==> src/rtl/mem_arb_pkg.sv <==
// Shared types and defaults for the single-port memory arbiter.
// owner_t records which requester the next-cycle response belongs to.
package mem_arb_pkg;

  typedef enum logic [1:0] {
    OWN_NONE = 2'd0,
    OWN_IF   = 2'd1,
    OWN_DM   = 2'd2
  } owner_t;

  localparam int ADDR_W_DEF = 32;
  localparam int DATA_W_DEF = 32;
  localparam int STARVE_W   = 4;

endpackage

==> src/rtl/mem_arb_prio.sv <==
// Grant decision between fetch (IF) and load/store (DM): DM wins by default,
// but IF is forced through after STARVE_MAX consecutive losses.
module mem_arb_prio
  import mem_arb_pkg::*;
#(
  parameter int STARVE_MAX = 4
) (
  input  logic clk,
  input  logic reset,
  input  logic if_req_i,
  input  logic dm_req_i,
  output logic if_gnt_o,
  output logic dm_gnt_o
);

  localparam logic [STARVE_W-1:0] SMAX = STARVE_W'(STARVE_MAX);

  logic [STARVE_W-1:0] starve_q, starve_d;
  logic                if_forced;

  always_comb begin
    if_forced = if_req_i && dm_req_i && (starve_q == SMAX);
    dm_gnt_o  = !reset && dm_req_i && !if_forced;
    if_gnt_o  = !reset && if_req_i && (!dm_req_i || if_forced);

    // Counts only cycles where IF is actively waiting behind DM.
    starve_d = starve_q;
    if (!if_req_i || if_gnt_o) begin
      starve_d = '0;
    end else if (dm_gnt_o && (starve_q != SMAX)) begin
      starve_d = starve_q + 1'b1;
    end
  end

  always_ff @(posedge clk or posedge reset) begin
    if (reset) begin
      starve_q <= '0;
    end else begin
      starve_q <= starve_d;
    end
  end

endmodule

==> src/rtl/mem_port_arbiter.sv <==
// Shares one synchronous single-port memory between IF and DM: one grant per
// cycle, address/write muxing, and routing of the 1-cycle-late response.
module mem_port_arbiter
  import mem_arb_pkg::*;
#(
  parameter int ADDR_W     = ADDR_W_DEF,
  parameter int DATA_W     = DATA_W_DEF,
  parameter int STARVE_MAX = 4
) (
  input  logic              clk,
  input  logic              reset,
  input  logic              if_req,
  input  logic [ADDR_W-1:0] if_addr,
  output logic              if_gnt,
  output logic              if_rvalid,
  output logic [DATA_W-1:0] if_rdata,
  output logic              if_err,
  input  logic              dm_req,
  input  logic              dm_we,
  input  logic [ADDR_W-1:0] dm_addr,
  input  logic [DATA_W-1:0] dm_wdata,
  output logic              dm_gnt,
  output logic              dm_rvalid,
  output logic [DATA_W-1:0] dm_rdata,
  output logic              dm_err,
  output logic              mem_en,
  output logic              mem_we,
  output logic [ADDR_W-1:0] mem_addr,
  output logic [DATA_W-1:0] mem_wdata,
  input  logic [DATA_W-1:0] mem_rdata,
  output logic [1:0]        dbg_owner_o
);

  // Handshake: a request is held stable with req=1 until its gnt is seen in the
  // same cycle; the matching rvalid follows exactly one cycle later, no stalls.

  owner_t owner_q, owner_d;
  logic   err_q, err_d;
  logic   we_q, we_d;
  logic   if_mis, dm_mis;

  mem_arb_prio #(
    .STARVE_MAX(STARVE_MAX)
  ) u_prio (
    .clk      (clk),
    .reset    (reset),
    .if_req_i (if_req),
    .dm_req_i (dm_req),
    .if_gnt_o (if_gnt),
    .dm_gnt_o (dm_gnt)
  );

  always_comb begin
    if_mis    = (if_addr[1:0] != 2'b00);
    dm_mis    = (dm_addr[1:0] != 2'b00);
    mem_addr  = dm_gnt ? dm_addr : if_addr;
    mem_wdata = dm_wdata;
    // Misaligned accesses are granted and answered with an error, never issued.
    mem_en    = (dm_gnt && !dm_mis) || (if_gnt && !if_mis);
    mem_we    = dm_gnt && !dm_mis && dm_we;

    owner_d = OWN_NONE;
    err_d   = 1'b0;
    we_d    = 1'b0;
    if (dm_gnt) begin
      owner_d = OWN_DM;
      err_d   = dm_mis;
      we_d    = dm_we;
    end else if (if_gnt) begin
      owner_d = OWN_IF;
      err_d   = if_mis;
    end
  end

  always_ff @(posedge clk or posedge reset) begin
    if (reset) begin
      owner_q <= OWN_NONE;
      err_q   <= 1'b0;
      we_q    <= 1'b0;
    end else begin
      owner_q <= owner_d;
      err_q   <= err_d;
      we_q    <= we_d;
    end
  end

  always_comb begin
    if_rvalid   = (owner_q == OWN_IF);
    dm_rvalid   = (owner_q == OWN_DM);
    if_err      = if_rvalid && err_q;
    dm_err      = dm_rvalid && err_q;
    if_rdata    = (if_rvalid && !err_q) ? mem_rdata : '0;
    dm_rdata    = (dm_rvalid && !err_q && !we_q) ? mem_rdata : '0;
    dbg_owner_o = owner_q;
  end

endmodule
==> config.mk <==
export PLATFORM = sky130hd
export DESIGN_NAME = mem_port_arbiter
export DESIGN_NICKNAME = d
export VERILOG_FILES = /design/src/rtl/mem_arb_pkg.sv /design/src/rtl/mem_arb_prio.sv /design/src/rtl/mem_port_arbiter.sv
export SDC_FILE = /design/constraint.sdc
export NUM_CORES = 1
export LEC_CHECK = 0
export ABC_AREA = 1
export CORE_AREA = 2 2 104 106
export CTS_BUF_LIST = sky130_fd_sc_hd__clkbuf_8
export CTS_CLUSTER_SIZE = 25
export DETAILED_ROUTE_END_ITERATION = 8
export DIE_AREA = 0 0 106 108
export PLACE_DENSITY = 0.65
export REMOVE_ABC_BUFFERS = 1
export SLEW_MARGIN = 5
export SYNTH_ARGS = -nofsm -noshare
export SYNTH_HDL_FRONTEND = slang
export SYNTH_SLANG_ARGS = --single-unit
==> constraint.sdc <==
create_clock -name clk -period 2.2 [get_ports clk]
set_clock_uncertainty 0.2 [all_clocks]
set_input_delay 0.44 -clock clk [delete_from_list [all_inputs] [get_ports clk]]
set_output_delay 0.44 -clock clk [all_outputs]
set_load 0.01 [all_outputs]
Figure 1. Wires at chosen ports, followed through buffers (run 1).
The bar under the picture is 20 um long.
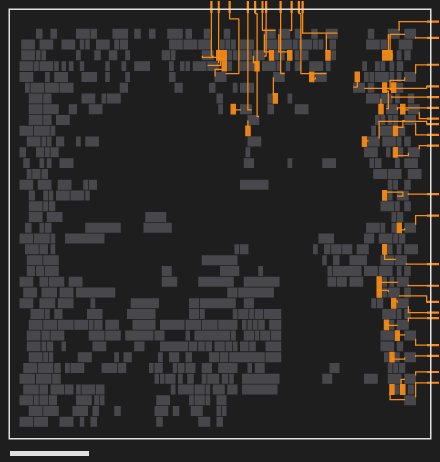
color	port	direction	edge	end cells	buffers	wire
orange	`if_rdata`	output	21 east, 11 north	32	32	447 um

Figure 2. The metal 1 layer (run 1).
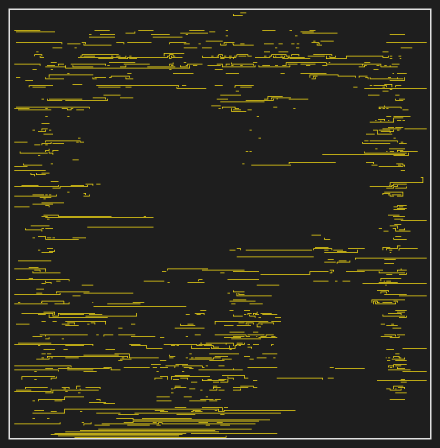
share of all routed wire	36%
nets with wire on the layer	498

==> out/metrics.yaml, run 1 <==
outcome: "complete, but fails checks"
failed_checks: "negative setup slack"
final_design_area_no_fill_um2: 3880
rows: 37
cts_hold_buf: 0
cp_slowest_stage_delay_ps: 380
post_route_cells_drive_above_1_share_pct: 34.3
placed_cells: 627
floorplan.die.height_um: 108
p_int_mw: 0.636
io_pins: 271
power_per_cell_area_nw_per_um2: 247
cts-root-buf: "sky130_fd_sc_hd__clkbuf_8"
antenna_cells_inserted: 0
cts_repair_resize_count: 263
worstReg2RegEnd: "u_prio.starve_q[1]$_DFFE_PP0P_"
synth.avg_cell_area_um2: 5.10
period_minus_slack_ps: 2350
path_delay_family: "buffers and inverters"
detail_route.iter0.violations: 159
worst-path-max-fanout: 7
routabilityCongestion: 0.781
peak_vdd_ir_uv: 98.1
postRouteWirelength_mm: 8.68
avgViaCountPerCell: 3.99
non_clock_inverter_count: 46
timing.final.ws_setup_ps: -153
count_of_buffers_added_by_post_cts_timing_repair_for_setup: 4
crit_slowest_cell: "sky130_fd_sc_hd__dfrtp_1"
grt_setup_unrepaired: "true"
crit_path_frequent_cell: "sky130_fd_sc_hd__nand2_4"
most_frequent_standard_cell_in_the_layout_excluding_fill_and_tap_cells: "sky130_fd_sc_hd__clkdlybuf4s50_1"
setup_viol: 35
worstSetupPathType: "register to output pin"
clock_sink_count: 8
max-cap-violations: 0
synth_xor_xnor_area_share_pct: 0.565
globalRouteTotalUtil_pct: 13.7
via_count_of_the_first_global_routing_pass: 2533
worst_r2r_path_depth: 10
mi_comb_count: 206
design_power_total_mw: 0.960
ys_seq_share_pct: 12.9
dr.pass1.iters: 4
drc: 0
core-area_um2: 10200
layout.sequential_cells: 8
stage_log_warnings: 28
ys_cells: 304
nonClockBufferCount: 244
pre_cts_ws_ps: -646
route.vias.total: 2567
worst_setup_path_endpoint: "mem_addr[14]"
tritoncts: "built"
seq_area_um2: 201
end_kind: "output pin"
grt_first_pass_wirelength_mm: 12.5
tapcell.inserted: 136
worst-path-buf-inv: 5
synthSimpleGateAreaFrac_pct: 50.8
Figure 3. Routing congestion map (run 1).
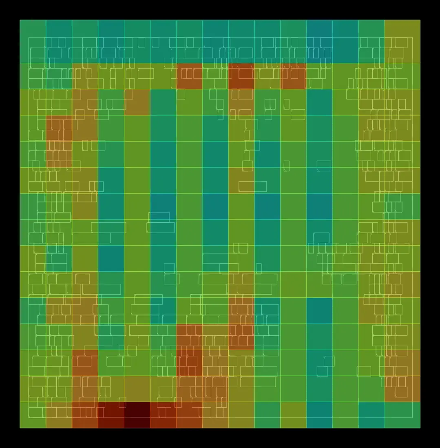
post-detailed-route wirelength per cell: 13.5 um
fraction of met2 tracks used by global routing: 23.1%

-- run 1: logic make-up after synthesis --
kind of cell / after synthesis
DFF: 8
buffers and inverters: 90
adders and majority gates: 2
AOI/OAI and AO/OA: 6
and+or+nand+nor: 197
xor gates and xnor gates: 1
-- run 1: state kept, by name, indices dropped and copies added (netlist names) --
name             cells
u_prio.starve_q      4
dbg_owner_o          2
err_q                1
we_q                 1
-- run 1: cells in the mapped netlist --
cell,number
sky130_fd_sc_hd__nand2_1,107
sky130_fd_sc_hd__dfrtp_1,8
sky130_fd_sc_hd__buf_6,3
sky130_fd_sc_hd__a21oi_1,3
sky130_fd_sc_hd__nor3_1,2
sky130_fd_sc_hd__nor2_4,1
sky130_fd_sc_hd__o21bai_1,2
sky130_fd_sc_hd__clkbuf_1,6
sky130_fd_sc_hd__nand4_1,3
sky130_fd_sc_hd__inv_2,7
sky130_fd_sc_hd__inv_4,1
sky130_fd_sc_hd__nor2_1,73
sky130_fd_sc_hd__xnor2_1,1
sky130_fd_sc_hd__nor2_2,1
sky130_fd_sc_hd__nand3_1,6
sky130_fd_sc_hd__nand2_4,2
sky130_fd_sc_hd__nand3b_1,1
sky130_fd_sc_hd__nand2_2,1
sky130_fd_sc_hd__buf_4,35
sky130_fd_sc_hd__ha_1,2
sky130_fd_sc_hd__o21ai_0,1
sky130_fd_sc_hd__inv_1,38
-- run 1: per-layer routing --
| layer | part of all wire [%] | up-vias | track usage [%] |
|---|---|---|---|
| met5 | 0 | - | 2.23 |
| met4 | 0.31 | 0 | 2.26 |
| met3 | 17 | 2 | 8.44 |
| met2 | 47 | 196 | 23.1 |
| met1 | 36 | 1116 | 14.7 |
| li1 | - | 1253 | - |
Figure 4. Sequential cells grouped by signal name (run 1).
Other sequential cells in the stronger gray, the rest of the logic in the fainter gray.
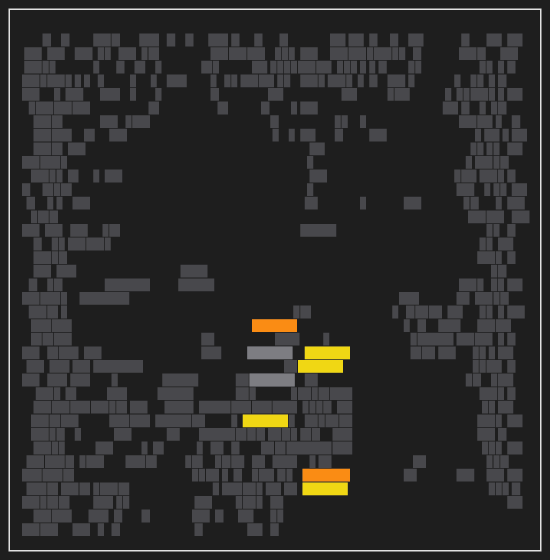

==> inputs of run 2 (changes only) <==
GPL_TIMING_DRIVEN = 0   (was unset)
Figure 5. Sequential cells grouped by signal name (run 2).
Other sequential cells in the stronger gray, the rest of the logic in the fainter gray.
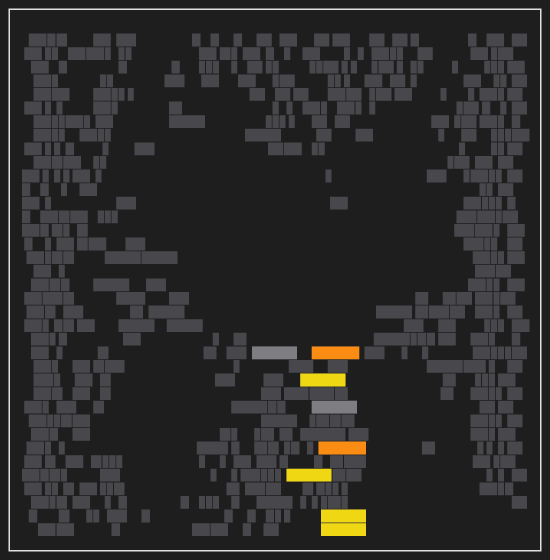
color	signal	flops
yellow	`u_prio.starve_q`	4
orange	`dbg_owner_o`	2
not colored	2

==> out/metrics.yaml, run 2 <==
outcome: "complete, but fails checks"
failed_checks: "negative hold slack, negative setup slack"
holdWs_ps: -0.612
clock_sink_count: 8  # unchanged
end_kind: "output pin"
avgViaCountPerCell: 4.09  # +2.4%
route.vias.total: 2641  # +2.9%
timing_hold_violations_final: 3
synth-edff-count: 0  # unchanged
dr.pass1.iters: 6  # +2
peak_vdd_ir_uv: 142  # +45%
placed_cells: 602  # -4.0%
io_pins: 271  # unchanged
power_per_cell_area_nw_per_um2: 243  # -1.9%
stage_log_warnings: 28  # unchanged
cp_slowest_stage_delay_ps: 380  # about the same
ys_cells: 304  # unchanged
detail_route.iter0.violations: 85  # -47%
largest-register: "u_prio.starve_q"
core-area_um2: 10200  # unchanged
path_delay_family: "simple AND/OR/NAND/NOR gates"
worst-path-max-fanout: 17  # +10
avgRoutedWirePerCell_um: 15.1  # +12%
post_route_cells_drive_above_1_share_pct: 28.4  # -5.9 points
grt_setup_unrepaired: "true"
globalRouteTotalUtil_pct: 16.1  # +2.4 points
p_int_mw: 0.619  # -2.6%
timing.final.ws_setup_ps: -142  # +11.0 ps
via_count_of_the_first_global_routing_pass: 2774  # +9.5%
crit_slowest_cell: "sky130_fd_sc_hd__dfrtp_1"
pre_cts_ws_ps: -1140  # -499 ps
grt_first_pass_wirelength_mm: 14.5  # +17%
period_minus_slack_ps: 2340  # -11.0 ps
setup_viol: 35  # unchanged
largest_register_ff_count: 4  # unchanged
Figure 6. Clock distribution (run 2).
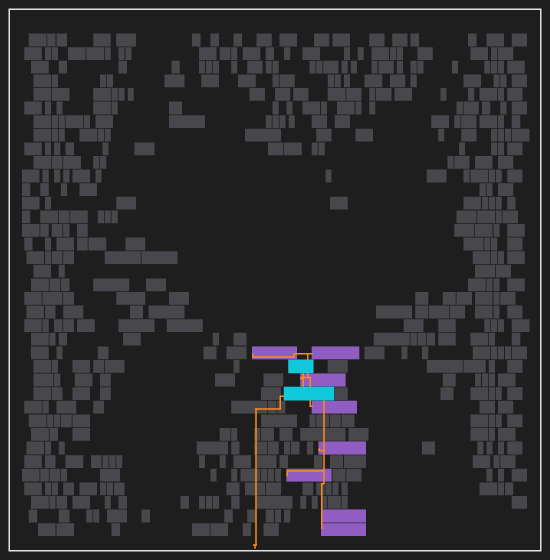
[orange] clock wires | length: 109 um
[cyan] clock-net drivers | count: 3
[purple] flip-flops | count: 8
routed clock nets	4

[run 2: cell counts after synthesis]
Identical to the previous run, type by type.
[run 2: layout make-up]
cell class                      instances  area (um^2)
Fill cell                            1126         6260
Timing Repair Buffer                  235         2130
Multi-Input combinational cell        217         1220
Sequential cell                         8          203
Inverter                               46          189
Tap cell                              136          170
Clock buffer                            3         41.3
Timing Repair inverter                  1         16.3
[run 2: layer usage]
| metal | up-vias | routed length, um |
|---|---|---|
| li1 | 1271 | - |
| met1 | 1166 | 3510 |
| met2 | 202 | 4780 |
| met3 | 2 | 1470 |
| met4 | 0 | 27 |
| met5 | - | 0 |
[run 2: worst max-delay path by stage]
stage | from | to | cells past startpoint | slack (ps)
after floorplan | dbg_owner_o[1]$_DFF_PP0_ | dm_rdata[0] | 4 | 120
after global placement | dm_req | mem_addr[5] | 8 | -1130
after detailed placement | dm_req | mem_addr[5] | 8 | -1140
after CTS | u_prio.starve_q[1]$_DFFE_PP0P_ | mem_addr[17] | 11 | -190
after global routing | u_prio.starve_q[1]$_DFFE_PP0P_ | mem_addr[28] | 11 | -240
final | u_prio.starve_q[1]$_DFFE_PP0P_ | mem_addr[17] | 11 | -140
[run 2: kinds of logic (layout without fill, tap and decap cells)]
family	count (synthesis)	in the layout
AND-OR/OR-AND	6	6
adder cells (fa/ha/maj)	2	2
buffers and inverters	90	285
XOR/XNOR	1	1
AND/OR/NAND/NOR	197	208
flip-flops	8	8
[run 2: metrics by stage]
step	setup TNS, ps	cell area, um^2	utilization, %	hold WS [ps]
2_1_floorplan	0	1230	-	20.6
6_report	-2940	3970	38.8	-0.612
3_3_place_gp	-65560	3460	33.9	376
4_1_cts	-4330	3900	38.1	186
5_1_grt	-5950	3970	38.8	30.7
3_5_place_dp	-71340	3460	33.9	380
